### src/rtl/ps2_keyboard_pkg.sv
// Shared scan-code constants, state encodings and event bundle
// for the PS/2 Set-2 keyboard sequencer.
package ps2_keyboard_pkg;

  localparam logic [7:0] SC_E0 = 8'hE0;
  localparam logic [7:0] SC_F0 = 8'hF0;
  localparam logic [7:0] SC_E1 = 8'hE1;
  localparam logic [7:0] SC_AA = 8'hAA;
  localparam logic [7:0] SC_FA = 8'hFA;
  localparam logic [7:0] SC_EE = 8'hEE;
  localparam logic [7:0] SC_FE = 8'hFE;
  localparam logic [7:0] SC_FC = 8'hFC;
  localparam logic [7:0] SC_00 = 8'h00;
  localparam logic [7:0] SC_FF = 8'hFF;
  localparam logic [7:0] SC_12 = 8'h12;
  localparam logic [7:0] SC_59 = 8'h59;
  localparam logic [7:0] SC_77 = 8'h77;

  localparam int PAUSE_LEN = 8;

  typedef enum logic [2:0] {
    S_IDLE    = 3'd0,
    S_EXT     = 3'd1,
    S_BRK     = 3'd2,
    S_EXT_BRK = 3'd3,
    S_PAUSE   = 3'd4
  } state_t;

  typedef struct packed {
    logic [7:0] code;
    logic       ext;
    logic       rel;
  } key_evt_t;

  function automatic logic is_err(
    input logic [7:0] b
  );
    return (b == SC_00) || (b == SC_FF);
  endfunction

  function automatic logic is_fake(
    input logic [7:0] b
  );
    return (b == SC_12) || (b == SC_59);
  endfunction

endpackage

### src/rtl/ps2_timeout.sv
// Inter-byte watchdog: counts idle cycles while enabled and
// raises a one-cycle expired strobe at TIMEOUT-1.
module ps2_timeout #(
  parameter int TIMEOUT = 1_000_000
) (
  input  logic clk,
  input  logic reset_low,
  input  logic clear,
  input  logic enable,
  output logic expired
);

  localparam int CW = $clog2(TIMEOUT);

  logic [CW-1:0] cnt;

  assign expired = enable && !clear &&
                   (cnt == CW'(TIMEOUT - 1));

  // Idle-cycle counter, restarted by bytes, idle and expiry
  always_ff @(posedge clk or negedge reset_low) begin
    if (!reset_low) begin
      cnt <= '0;
    end else if (clear || !enable || expired) begin
      cnt <= '0;
    end else begin
      cnt <= cnt + CW'(1);
    end
  end

endmodule

### src/rtl/ps2_keyboard.sv
// Set-2 scan-code sequencer: folds E0/F0/E1 prefixes into
// single key events and filters controller bytes.
module ps2_keyboard
  import ps2_keyboard_pkg::*;
#(
  parameter int TIMEOUT = 1_000_000
) (
  input  logic       clk,
  input  logic       reset_low,
  input  logic       byte_valid,
  input  logic [7:0] byte_data,
  output logic       byte_ready,
  output logic       key_valid,
  input  logic       key_ready,
  output logic [7:0] key_code,
  output logic       key_extended,
  output logic       key_release,
  output logic       bat_ok,
  output logic       kbd_error
);

  state_t   state, state_n;
  logic [2:0] skip, skip_n;
  key_evt_t evt_n;
  logic     emit, bat_n, err_n;
  logic     accept, busy, expired;

  assign byte_ready = !key_valid;
  assign accept     = byte_valid && byte_ready;
  assign busy       = (state != S_IDLE);

  ps2_timeout #(
    .TIMEOUT(TIMEOUT)
  ) u_timeout (
    .clk      (clk),
    .reset_low(reset_low),
    .clear    (accept),
    .enable   (busy),
    .expired  (expired)
  );

  // Next-state, skip count and event/pulse decode
  always_comb begin
    state_n = state;
    skip_n  = skip;
    evt_n   = '{code: byte_data, ext: 1'b0, rel: 1'b0};
    emit    = 1'b0;
    bat_n   = 1'b0;
    err_n   = 1'b0;
    if (accept) begin
      if (busy && is_err(byte_data)) begin
        state_n = S_IDLE;
        skip_n  = '0;
        err_n   = 1'b1;
      end else begin
        unique case (state)
          S_IDLE: begin
            unique case (1'b1)
              byte_data == SC_E0: state_n = S_EXT;
              byte_data == SC_F0: state_n = S_BRK;
              byte_data == SC_E1: begin
                state_n = S_PAUSE;
                skip_n  = 3'(PAUSE_LEN - 1);
              end
              byte_data == SC_AA: bat_n = 1'b1;
              byte_data == SC_FA ||
              byte_data == SC_EE ||
              byte_data == SC_FE: emit = 1'b0;
              byte_data == SC_00 ||
              byte_data == SC_FF ||
              byte_data == SC_FC: err_n = 1'b1;
              default: emit = 1'b1;
            endcase
          end
          S_EXT: begin
            unique case (1'b1)
              byte_data == SC_F0: state_n = S_EXT_BRK;
              is_fake(byte_data): state_n = S_IDLE;
              default: begin
                emit      = 1'b1;
                evt_n.ext = 1'b1;
                state_n   = S_IDLE;
              end
            endcase
          end
          S_BRK: begin
            emit      = 1'b1;
            evt_n.rel = 1'b1;
            state_n   = S_IDLE;
          end
          S_EXT_BRK: begin
            state_n = S_IDLE;
            if (!is_fake(byte_data)) begin
              emit      = 1'b1;
              evt_n.ext = 1'b1;
              evt_n.rel = 1'b1;
            end
          end
          S_PAUSE: begin
            skip_n = skip - 3'd1;
            if (skip_n == 3'd0) begin
              emit       = 1'b1;
              evt_n.code = SC_77;
              evt_n.ext  = 1'b1;
              state_n    = S_IDLE;
            end
          end
          default: state_n = S_IDLE;
        endcase
      end
    end else if (expired) begin
      state_n = S_IDLE;
      skip_n  = '0;
      err_n   = 1'b1;
    end
  end

  // Sequencer state and pause skip counter
  always_ff @(posedge clk or negedge reset_low) begin
    if (!reset_low) begin
      state <= S_IDLE;
      skip  <= '0;
    end else begin
      state <= state_n;
      skip  <= skip_n;
    end
  end

  // Registered event slot and status pulses
  always_ff @(posedge clk or negedge reset_low) begin
    if (!reset_low) begin
      key_valid    <= 1'b0;
      key_code     <= '0;
      key_extended <= 1'b0;
      key_release  <= 1'b0;
      bat_ok       <= 1'b0;
      kbd_error    <= 1'b0;
    end else begin
      bat_ok    <= bat_n;
      kbd_error <= err_n;
      if (emit) begin
        key_valid    <= 1'b1;
        key_code     <= evt_n.code;
        key_extended <= evt_n.ext;
        key_release  <= evt_n.rel;
      end else if (key_ready) begin
        key_valid <= 1'b0;
      end
    end
  end

endmodule

### config.mk
export PLATFORM = sky130hd
export DESIGN_NAME = ps2_keyboard
export DESIGN_NICKNAME = d
export VERILOG_FILES = /design/src/rtl/ps2_keyboard_pkg.sv /design/src/rtl/ps2_timeout.sv /design/src/rtl/ps2_keyboard.sv
export SDC_FILE = /design/constraint.sdc
export NUM_CORES = 1
export LEC_CHECK = 0
export ABC_AREA = 1
export ABC_CLOCK_PERIOD_IN_PS = 3190
export CORE_MARGIN = 2
export CORE_UTILIZATION = 50
export CTS_BUF_LIST = sky130_fd_sc_hd__clkbuf_4 sky130_fd_sc_hd__clkbuf_8
export DETAILED_ROUTE_END_ITERATION = 7
export PLACE_DENSITY = 0.72
export SLEW_MARGIN = 25
export SYNTH_ARGS = -nofsm -noshare
export SYNTH_HDL_FRONTEND = slang
export SYNTH_SLANG_ARGS = --single-unit
### constraint.sdc
create_clock -name clk -period 3.19 [get_ports clk]
set_clock_uncertainty 0.1 [all_clocks]
set_input_delay 0.638 -clock clk [delete_from_list [all_inputs] [get_ports clk]]
set_output_delay 0.638 -clock clk [all_outputs]
set_load 0.02 [all_outputs]
==> flow_summary.rst, run 1 <==
Flow metrics
------------

.. list-table::
   :header-rows: 1

   * - Metric
     - Value
   * - Endpoint kind of the worst setup timing path
     - flip-flop
   * - Largest net degree at the start of global routing
     - 40
   * - Number of cells in Yosys stat
     - 312
   * - Depth of the CTS H-tree
     - 2
   * - Detailed Route WL
     - 5.02 mm
   * - Element type at the critical path start
     - primary input
   * - Final setup violating endpoints
     - 0
   * - Largest stage delay on the critical path
     - 0.54 ns
   * - Leak Pwr
     - 0.00130 uW
   * - Kind of critical path
     - primary input to flip-flop
   * - CP required
     - 3.28 ns
   * - First-pass GRT wire length
     - 8.47 mm
   * - Core Region
     - 4660 um2
   * - Hold_ws
     - 0.347 ns
   * - Number of nets at the end of the flow
     - 358
   * - Top cell excl fill/tap
     - sky130_fd_sc_hd__nand2_1
   * - Syn_area_per_cell
     - 7.70 um2
   * - Antenna diode count
     - 0
   * - Worst max-slew margin expressed relative to the limit
     - 0.432
   * - Number of warnings in the stage logs
     - 27
   * - Final Hold Viols
     - 0
   * - Cell Pwr Density
     - 728 nW/um2
   * - Port-buffer cells
     - 25
   * - Total I/O pin count
     - 26
   * - Count of buffering cells on the critical path with inverters included
     - 3
   * - Min Clock Period, post-route
     - 2.32 ns
   * - Net count of the mapped netlist
     - 327
   * - Clk slew on worst S/H paths
     - 0.08 ns
   * - Number of cells produced by synthesis
     - 312
   * - Number of post-CTS setup repair buffers
     - 0
   * - TritonCTS clock tree
     - built
   * - Buffer depth of the longest clock path
     - 2
   * - Actual slew at the worst max-slew pin
     - 0.852 ns
   * - Final number of max-transition violations
     - 0
   * - Chip area
     - 5370 um2
   * - Detailed Routing Iterations Pass 1
     - 4
   * - Die extent in y
     - 73.3 um
   * - Cell family contributing the most delay on the critical path
     - simple AND/OR/NAND/NOR gates
   * - Setup repair after global routing missed its margin
     - no
   * - Sum of negative setup slack
     - 0 ns
   * - CP max stage cell
     - sky130_fd_sc_hd__clkdlybuf4s50_1
   * - Top Layout Cells
     - 74 x sky130_fd_sc_hd__nand2_1, 40 x sky130_fd_sc_hd__nor2_1, 39 x sky130_fd_sc_hd__dfrtp_1
   * - IR drop worst, VDD
     - 0.289 mV
   * - Post-synth seq share
     - 0.406
   * - CTS Root Cell
     - sky130_fd_sc_hd__clkbuf_8
   * - Chain of cells forming the critical path
     - clkdlybuf4s50_1 -> inv_2 -> nand2_2 -> nor2_2 -> nand3_2 -> nand3_1 -> nand2_4 -> inv_4 -> a21oi_4 -> nand2_4 -> nand2_1 -> nand2_1
   * - Kind of path behind the tightest hold check
     - primary input to async pin
   * - Result of the run
     - complete, no violations
   * - Worst-skew pair later-pin latency
     - 0.30 ns
   * - Synthesized registers
     - 39
[run 1: stage by stage]
step	util	setup slack [ns]	area [um2]	power, uW	cells
finish	0.608	0.868	2830	2060	398
global route	0.608	0.706	2830	2210	398
CTS	0.608	0.867	2830	2090	398
detailed placement	0.579	0.548	2700	1580	390
global placement	0.579	0.598	2700	1560	390
floorplan	-	1.29	2400	1330	312
[run 1: where the power goes]
group | switching (uW) | total (uW) | internal [uW]
Sequential | 90.4 | 678 | 588
Clock | 180 | 501 | 321
Combinational | 543 | 885 | 341
[run 1: per-layer routing]
metal | share of wire | global-route usage | routed length (um) | vias up
li1 | - | - | - | 1060
met1 | 0.46 | 0.267 | 2300 | 914
met2 | 0.50 | 0.334 | 2500 | 31
met3 | 0.032 | 0.0466 | 159 | 7
met4 | 0.012 | 0.0667 | 62 | 0
met5 | 0 | 0 | 0 | -
[run 1: worst register-to-register path, stage by stage (launching register included)]
cell and delay (ns):
sky130_fd_sc_hd__dfrtp_1 0.43, sky130_fd_sc_hd__inv_2 0.12, sky130_fd_sc_hd__nand2_4 0.09, sky130_fd_sc_hd__nor2_4 0.19, sky130_fd_sc_hd__nand2_4 0.09, sky130_fd_sc_hd__nand2_4 0.14
sky130_fd_sc_hd__inv_4 0.05, sky130_fd_sc_hd__a21oi_4 0.25, sky130_fd_sc_hd__nand2_4 0.24, sky130_fd_sc_hd__nand2_1 0.11, sky130_fd_sc_hd__nand2_1 0.06
[run 1: final timing paths]
path                                   from                end  slack, ns  cells past startpoint
max reg2reg                        state[1]        key_code[0]       1.22                     10
min reg2reg                u_timeout.cnt[0]   u_timeout.cnt[0]       0.37                      1
min                               reset_low   u_timeout.cnt[2]       0.35                      1
min in group clk           u_timeout.cnt[0]   u_timeout.cnt[0]       0.37                      1
max                            byte_data[1]        key_code[0]       0.87                     12
max in group asynchronous         reset_low  u_timeout.cnt[16]       2.10                      1
[run 1: cells by family after synthesis]
group / count (synthesis) / synth area share
buffers and inverters: 40 / 0.0704
AND/OR/NAND/NOR: 196 / 0.421
flip-flops: 39 / 0.406
adder cells (fa/ha/maj): 3 / 0.0156
XOR/XNOR: 4 / 0.0146
AND-OR/OR-AND: 30 / 0.0719
[run 1: flip-flops by register name, indices dropped and copies added (netlist names)]
register       count
u_timeout.cnt     20
state              3
key_release        1
bat_ok             1
kbd_error          1
skip               3
key_extended       1
key_code           8
key_valid          1
[run 1: cells in the mapped netlist (all sizes together)]
cell	number	area (um2)
a211oi	2	15.0
a21oi	13	76.3
buf	1	20.0
clkbuf	1	3.75
clkinv	2	7.51
dfrtp	39	976
ha	3	37.5
inv	36	138
nand2	100	505
nand3	32	183
nand3b	1	7.51
nand4	4	25.0
nor2	45	201
nor3	12	75.1
nor3b	1	7.51
nor4	1	6.26
o21a	1	7.51
o21ai	14	73.8
xnor2	2	17.5
xor2	2	17.5
[run 1: cell type report]
cell class	instances	area (um2)	share of cell area
clock buffers	6	76.3	0.0269
clock inverters	2	60.1	0.0212
inverters	38	145	0.0512
multi-input cells	233	1260	0.443
flip-flops and latches	39	976	0.344
well taps	54	67.6	0.0238
repair buffers	26	253	0.0892
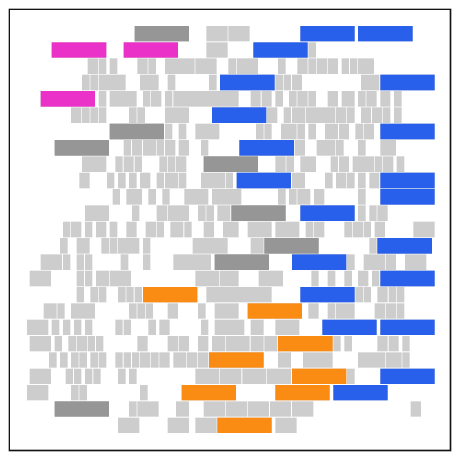
(run_1/ff_map.png)
Drawn at 6 px/um. Other sequential cells in the stronger gray, the rest of the logic in the fainter gray.
[`u_timeout.cnt`] blue | flops: 20
[`key_code`] orange | flops: 8 | where: south
[`skip`] magenta | flops: 3
sequential-cell power consumption: 678 uW
register share of the cell area: 0.344
Final Util: 0.608

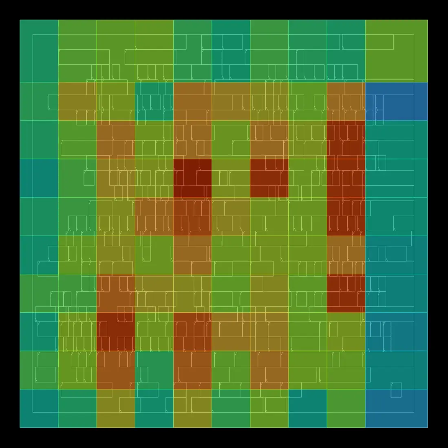
(run_1/congestion_map.png)
routed length per instance: 12.6 um
total routing usage reported by global routing: 0.204
met2 GRT Util: 0.334
global routing's busiest layer: met2

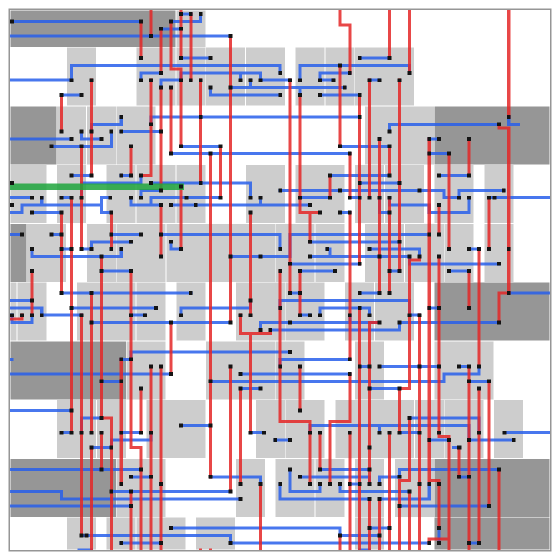
(run_1/closeup.png)
Window x 42 to 67, y 42 to 67 um. Cells in gray, sequential cells in the stronger gray; small squares are vias.
[M2] red
[M3] green
[M1] blue
netlist names of flops here include: `u_timeout.cnt` (7)
cells with their middle in the window: 74
most frequent: nand2_1 (13), nor2_1 (10), inv_1 (8)
sequential cells in the window: 7

==> run_1/gates.png <==
Drawn at 4 px/um.
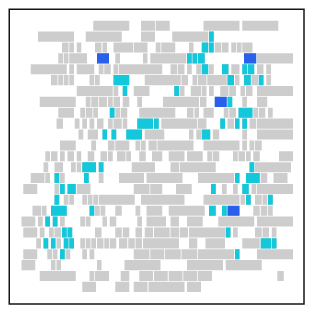

==> run 2, diff against run 1 <==
- ABC_CLOCK_PERIOD_IN_PS: 3190 -> 2300
- clock period: 3.19 -> 2.3 ns (I/O delays scaled with it)
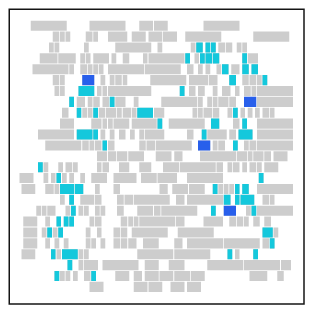
(run_2/gates.png)
Drawn at 4 px/um.
[nor cells] cyan | cells: 59 | where: spread over the die
[xor and xnor cells] blue | cells: 4
fin cells: 405
Top cell excl fill/tap: sky130_fd_sc_hd__nand2_1
multi-input gate share of total cell area: 0.438

==> run 2 against run 1 <==
  * Count of clock-buffer cells in the layout unchanged
  * Critical path depth down 2
  * Synthesized cell count unchanged
  * First-iteration DRC count up 45%
  * Clock power up 19%
  * Register-to-register slack worse by 0.78 ns
  * Setup slack worse by 0.60 ns
  * Combinational power up 45%
  * Worst hold slack worse by 0.25 ns
  * Via count up 3.2%
  * Die area unchanged
  * Critical path type unchanged
  * Critical endpoint is now key_valid
  * Largest cell class unchanged
  * Highest routed layer unchanged
==> flow_summary.rst, run 2 <==
Flow metrics
------------

.. list-table::
   :header-rows: 1

   * - Metric
     - Value
   * - Post-synth seq share
     - 0.406 (unchanged)
   * - Number of nets at the end of the flow
     - 365 (+2.0%)
   * - Top_reg_cell synth
     - sky130_fd_sc_hd__dfrtp_1
   * - Cell Pwr Density
     - 985 nW/um2 (+35%)
   * - Worst max-slew margin expressed relative to the limit
     - 0.680 (+0.248)
   * - Internal power contribution
     - 1690 uW (+35%)
   * - Depth of the CTS H-tree
     - 2 (unchanged)
   * - Part of the total power dissipated in the clock network
     - 0.212 (-0.031)
   * - CTS Root Cell
     - sky130_fd_sc_hd__clkbuf_8
   * - Routed length per instance
     - 12.6 um (-0.24%)
   * - Switch share
     - 0.403 (+0.00907)
   * - Die extent in y
     - 73.3 um (unchanged)
   * - Dominant comb cell
     - simple AND/OR/NAND/NOR gates
   * - Final number of max-transition violations
     - 0 (unchanged)
   * - Combinational fraction of design power
     - 0.454 (+0.025)
   * - Buffer depth of the longest clock path
     - 2 (unchanged)
   * - Kind of path behind the tightest hold check
     - primary input to async pin
   * - Setup repair after global routing missed its margin
     - no
   * - Total routing usage reported by global routing
     - 0.212 (+0.00847)
   * - Result of the run
     - complete, no violations
   * - Chip area
     - 5370 um2 (unchanged)
   * - Area share of the largest cell type after synthesis
     - 0.406 (unchanged)
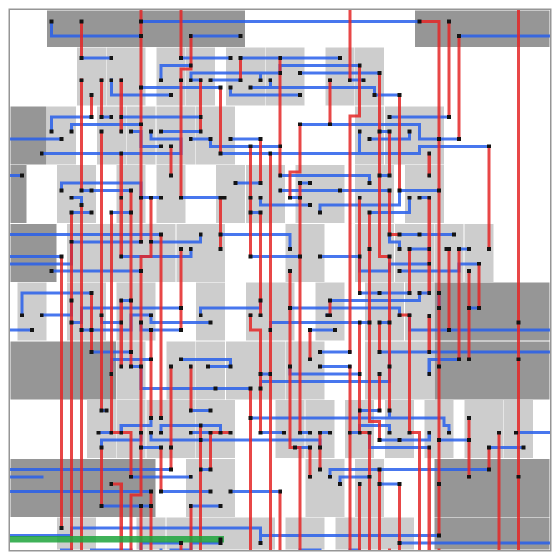
(run_2/closeup.png)
Window x 42 to 67, y 42 to 67 um. Cells in gray, sequential cells in the stronger gray; small squares are vias.
[M2] red
[M3] green
[M1] blue
netlist names of flops here include: `u_timeout.cnt` (8)
sequential cells in the window: 8
most frequent: nand2_1 (12), nor2_1 (10)
cells with their middle in the window: 71

## run 2: critical path: cells and delay by family
kind,cells,cell delay (ns)
AND/OR/NAND/NOR,7,0.95
buffers and inverters,2,0.58
AND-OR/OR-AND,1,0.10
## run 2: kinds of logic (layout without fill, tap and decap cells)
| logic type | Yosys count | in the layout |
|---|---|---|
| simple gates | 196 | 196 |
| buf+inv | 40 | 79 |
| flops | 39 | 39 |
| compound gates | 30 | 30 |
| xor+xnor | 4 | 4 |
| fa+ha+maj | 3 | 3 |
## run 2: routing by layer
layer  vias up  wire length [um]  GRT usage
li1       1077                 -          -
met1       949              2200      0.256
met2        39              2620      0.377
met3        12               174     0.0439
met4         0                98     0.0687
met5         -                 0          0
## run 2: worst max path at each step
stage	to	cells after the start
floorplan	key_extended	11
global placement	key_valid	10
detailed placement	key_valid	10
CTS	key_valid	10
global route	key_code[0]	12
finish	key_valid	10
## run 2: metrics by stage
step	area [um2]	setup WS [ns]	setup TNS, ns	hold slack, ns
finish	2870	0.265	0	0.101
global route	2870	0.107	0	0.143
CTS	2870	0.270	0	0.120
detailed placement	2750	-0.0344	-0.185	0.359
global placement	2750	-0.0313	-0.144	0.353
floorplan	2400	0.438	0	0.0644
## run 2: power groups by stage
| stage | Sequential, uW | Combinational, uW | Clock (uW) |
|---|---|---|---|
| floorplan | 1040 | 804 | 0 |
| global placement | 957 | 1260 | 0 |
| detailed placement | 954 | 1300 | 0 |
| CTS | 946 | 1300 | 608 |
| global route | 964 | 1430 | 632 |
| finish | 945 | 1280 | 598 |
## run 2: final cells by class
| cell class | instances | share of cell area |
|---|---|---|
| Multi-Input combinational cell | 233 | 0.438 |
| Sequential cell | 39 | 0.340 |
| Timing Repair Buffer | 33 | 0.106 |
| Inverter | 38 | 0.0506 |
| Clock buffer | 6 | 0.0288 |
| Tap cell | 54 | 0.0236 |
| Clock inverter | 2 | 0.0122 |
==> run_2/congestion_map.png <==
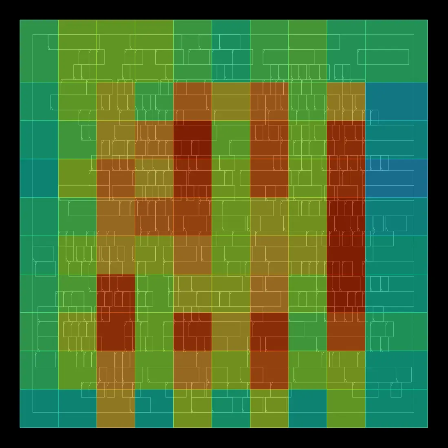

==> run 3, diff against run 2 <==
- ABC_CLOCK_PERIOD_IN_PS: 2300 -> 2200
- DONT_BUFFER_PORTS: not set -> 1
- PLACE_DENSITY: 0.72 -> not set
- clock period: 2.3 -> 2.2 ns (I/O delays scaled with it)
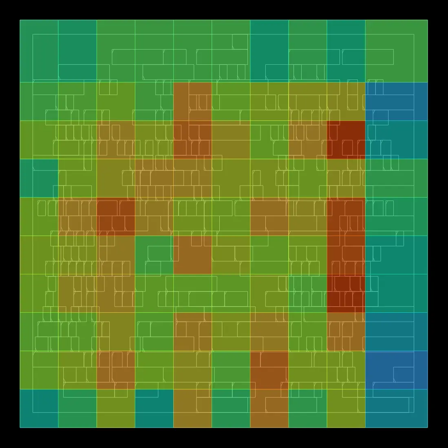
(run_3/congestion_map.png)
total routing usage reported by global routing: 0.210
Final Util: 0.566
met2 GRT Util: 0.351

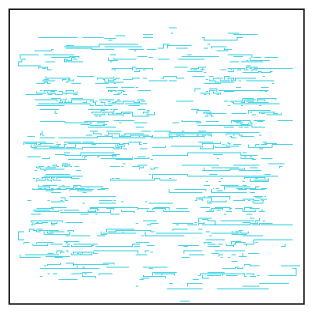
(run_3/m1.png)
Drawn at 4 px/um.
nets with wire on the layer: 326
main direction: horizontal
via count: 1,925
global routing usage on met1: 0.276

==> run 3 against run 2 <==
  * Final area is 8.0% lower
  * Sequential share of layout area up 3.0 points
  * Setup slack improved by 0.065 ns
  * Cell count down 6.2%
  * Wire length decreased by 3.7%
  * Critical endpoint is now key_code[0]
==> flow_summary.rst, run 3 <==
Flow metrics
------------

.. list-table::
   :header-rows: 1

   * - Metric
     - Value
   * - Result of the run
     - complete, no violations
   * - Placer Congestion
     - 0.856
   * - DP HPWL
     - 3.86 mm
   * - Worst setup margin
     - 0.331 ns (+0.0654 ns)
   * - Chip area
     - 5370 um2 (unchanged)
   * - Cell Pwr Density
     - 1030 nW/um2 (+4.3%)
   * - Final Hold Viols
     - 0
   * - Die extent in y
     - 73.3 um (unchanged)
   * - Number of cells produced by synthesis
     - 312
   * - Post-placement setup slack
     - 0.250 ns (+0.285 ns)
   * - Kind of path behind the tightest hold check
     - primary input to flip-flop
   * - Path depth of the worst reg2reg path
     - 10
   * - Element type at the critical path start
     - flip-flop
   * - Area share of the largest cell type after synthesis
     - 0.406 (unchanged)
   * - Top cell excl fill/tap
     - sky130_fd_sc_hd__nand2_1
   * - Worst-skew pair later-pin latency
     - 0.29 ns
   * - First DRT Iteration DRCs
     - 129
   * - Worst max-slew margin expressed relative to the limit
     - 0.782 (+0.103)
   * - Hold_ws
     - 0.145 ns (+0.0443 ns)
   * - Kind of critical path
     - flip-flop to flip-flop
   * - CTS Root Cell
     - sky130_fd_sc_hd__clkbuf_8
   * - Library cell with the largest summed area after synthesis
     - sky130_fd_sc_hd__dfrtp_1
   * - Post-synth seq share
     - 0.406 (unchanged)
   * - Routed length per instance
     - 12.9 um (+2.6%)
   * - Depth of the CTS H-tree
     - 2 (unchanged)
   * - Top_reg_cell synth
     - sky130_fd_sc_hd__dfrtp_1
   * - Setup repair after global routing missed its margin
     - no
   * - Buffer depth of the longest clock path
     - 2 (unchanged)
   * - Detailed Route WL
     - 4.91 mm
   * - Final number of max-transition violations
     - 0 (unchanged)
   * - Syn_area_per_cell
     - 7.70 um2
run 3: cell count changes in the layout (fill, tap and decap cells not counted), sizes merged:
cell           change
buf                -2
clkdlybuf4s50     -24
dlygate4sd3        +1
run 3: worst max path at each step:
stage                              end  cells past startpoint
final                      key_code[0]                     10
after global placement       key_valid                     10
after floorplan           key_extended                     11
after CTS                    key_valid                      9
after global routing           skip[2]                      9
after detailed placement     key_valid                     10
run 3: timing repair:
action                                  in CTS  in global routing
hold buffers                                 2                  0
endpoints found under the setup margin       0                  0
resized                                      0                  0
endpoints found under the hold margin       39                  0
run 3: layer usage:
layer / wire length (um) / track usage / part of all wire
met4: 71 / 0.0667 / 0.014
met2: 2480 / 0.351 / 0.50
met1: 2220 / 0.276 / 0.45
met3: 143 / 0.0357 / 0.029
met5: 0 / 0 / 0
run 3: area by class of cell:
| class | count | area (um2) | share of cell area |
|---|---|---|---|
| multi-input cells | 233 | 1260 | 0.476 |
| clock buffers | 6 | 82.6 | 0.0313 |
| well taps | 54 | 67.6 | 0.0256 |
| inverters | 38 | 145 | 0.0550 |
| repair buffers | 8 | 75.1 | 0.0285 |
| clock inverters | 2 | 35.0 | 0.0133 |
| flip-flops and latches | 39 | 976 | 0.370 |
run 3: where the power goes:
group | total, uW | switching [uW] | internal, uW
clock network | 623 | 256 | 367
logic | 986 | 637 | 349
registers | 1100 | 249 | 851
total | 2710 | 1140 | 1570
run 3: metrics by stage:
step	util	cells	total power, uW	instance area [um2]
6_report	0.566	380	2710	2640
5_1_grt	0.566	380	2910	2640
4_1_cts	0.566	380	2740	2640
3_5_place_dp	0.534	370	2090	2490
3_3_place_gp	0.534	370	2090	2490
2_1_floorplan	-	312	1930	2400
run 3: kinds of logic after synthesis:
| family | share of synthesized area |
|---|---|
| AOI/OAI and AO/OA | 0.0719 |
| and+or+nand+nor | 0.421 |
| DFF | 0.406 |
| buffers and inverters | 0.0704 |
| adders and majority gates | 0.0156 |
| xor gates and xnor gates | 0.0146 |
run 3: worst max-delay path: stages (launching register included):
cell and delay (ns):
sky130_fd_sc_hd__dfrtp_1 0.39, sky130_fd_sc_hd__inv_1 0.06, sky130_fd_sc_hd__ha_1 0.20, sky130_fd_sc_hd__xnor2_1 0.23
sky130_fd_sc_hd__nand3_1 0.16, sky130_fd_sc_hd__nand2_2 0.12, sky130_fd_sc_hd__nor2_4 0.05, sky130_fd_sc_hd__nand3_4 0.11
sky130_fd_sc_hd__nand2_4 0.20, sky130_fd_sc_hd__nand2_1 0.11, sky130_fd_sc_hd__nand2_1 0.05
Power figures rest on the tool's default switching activity, not on a simulated workload.
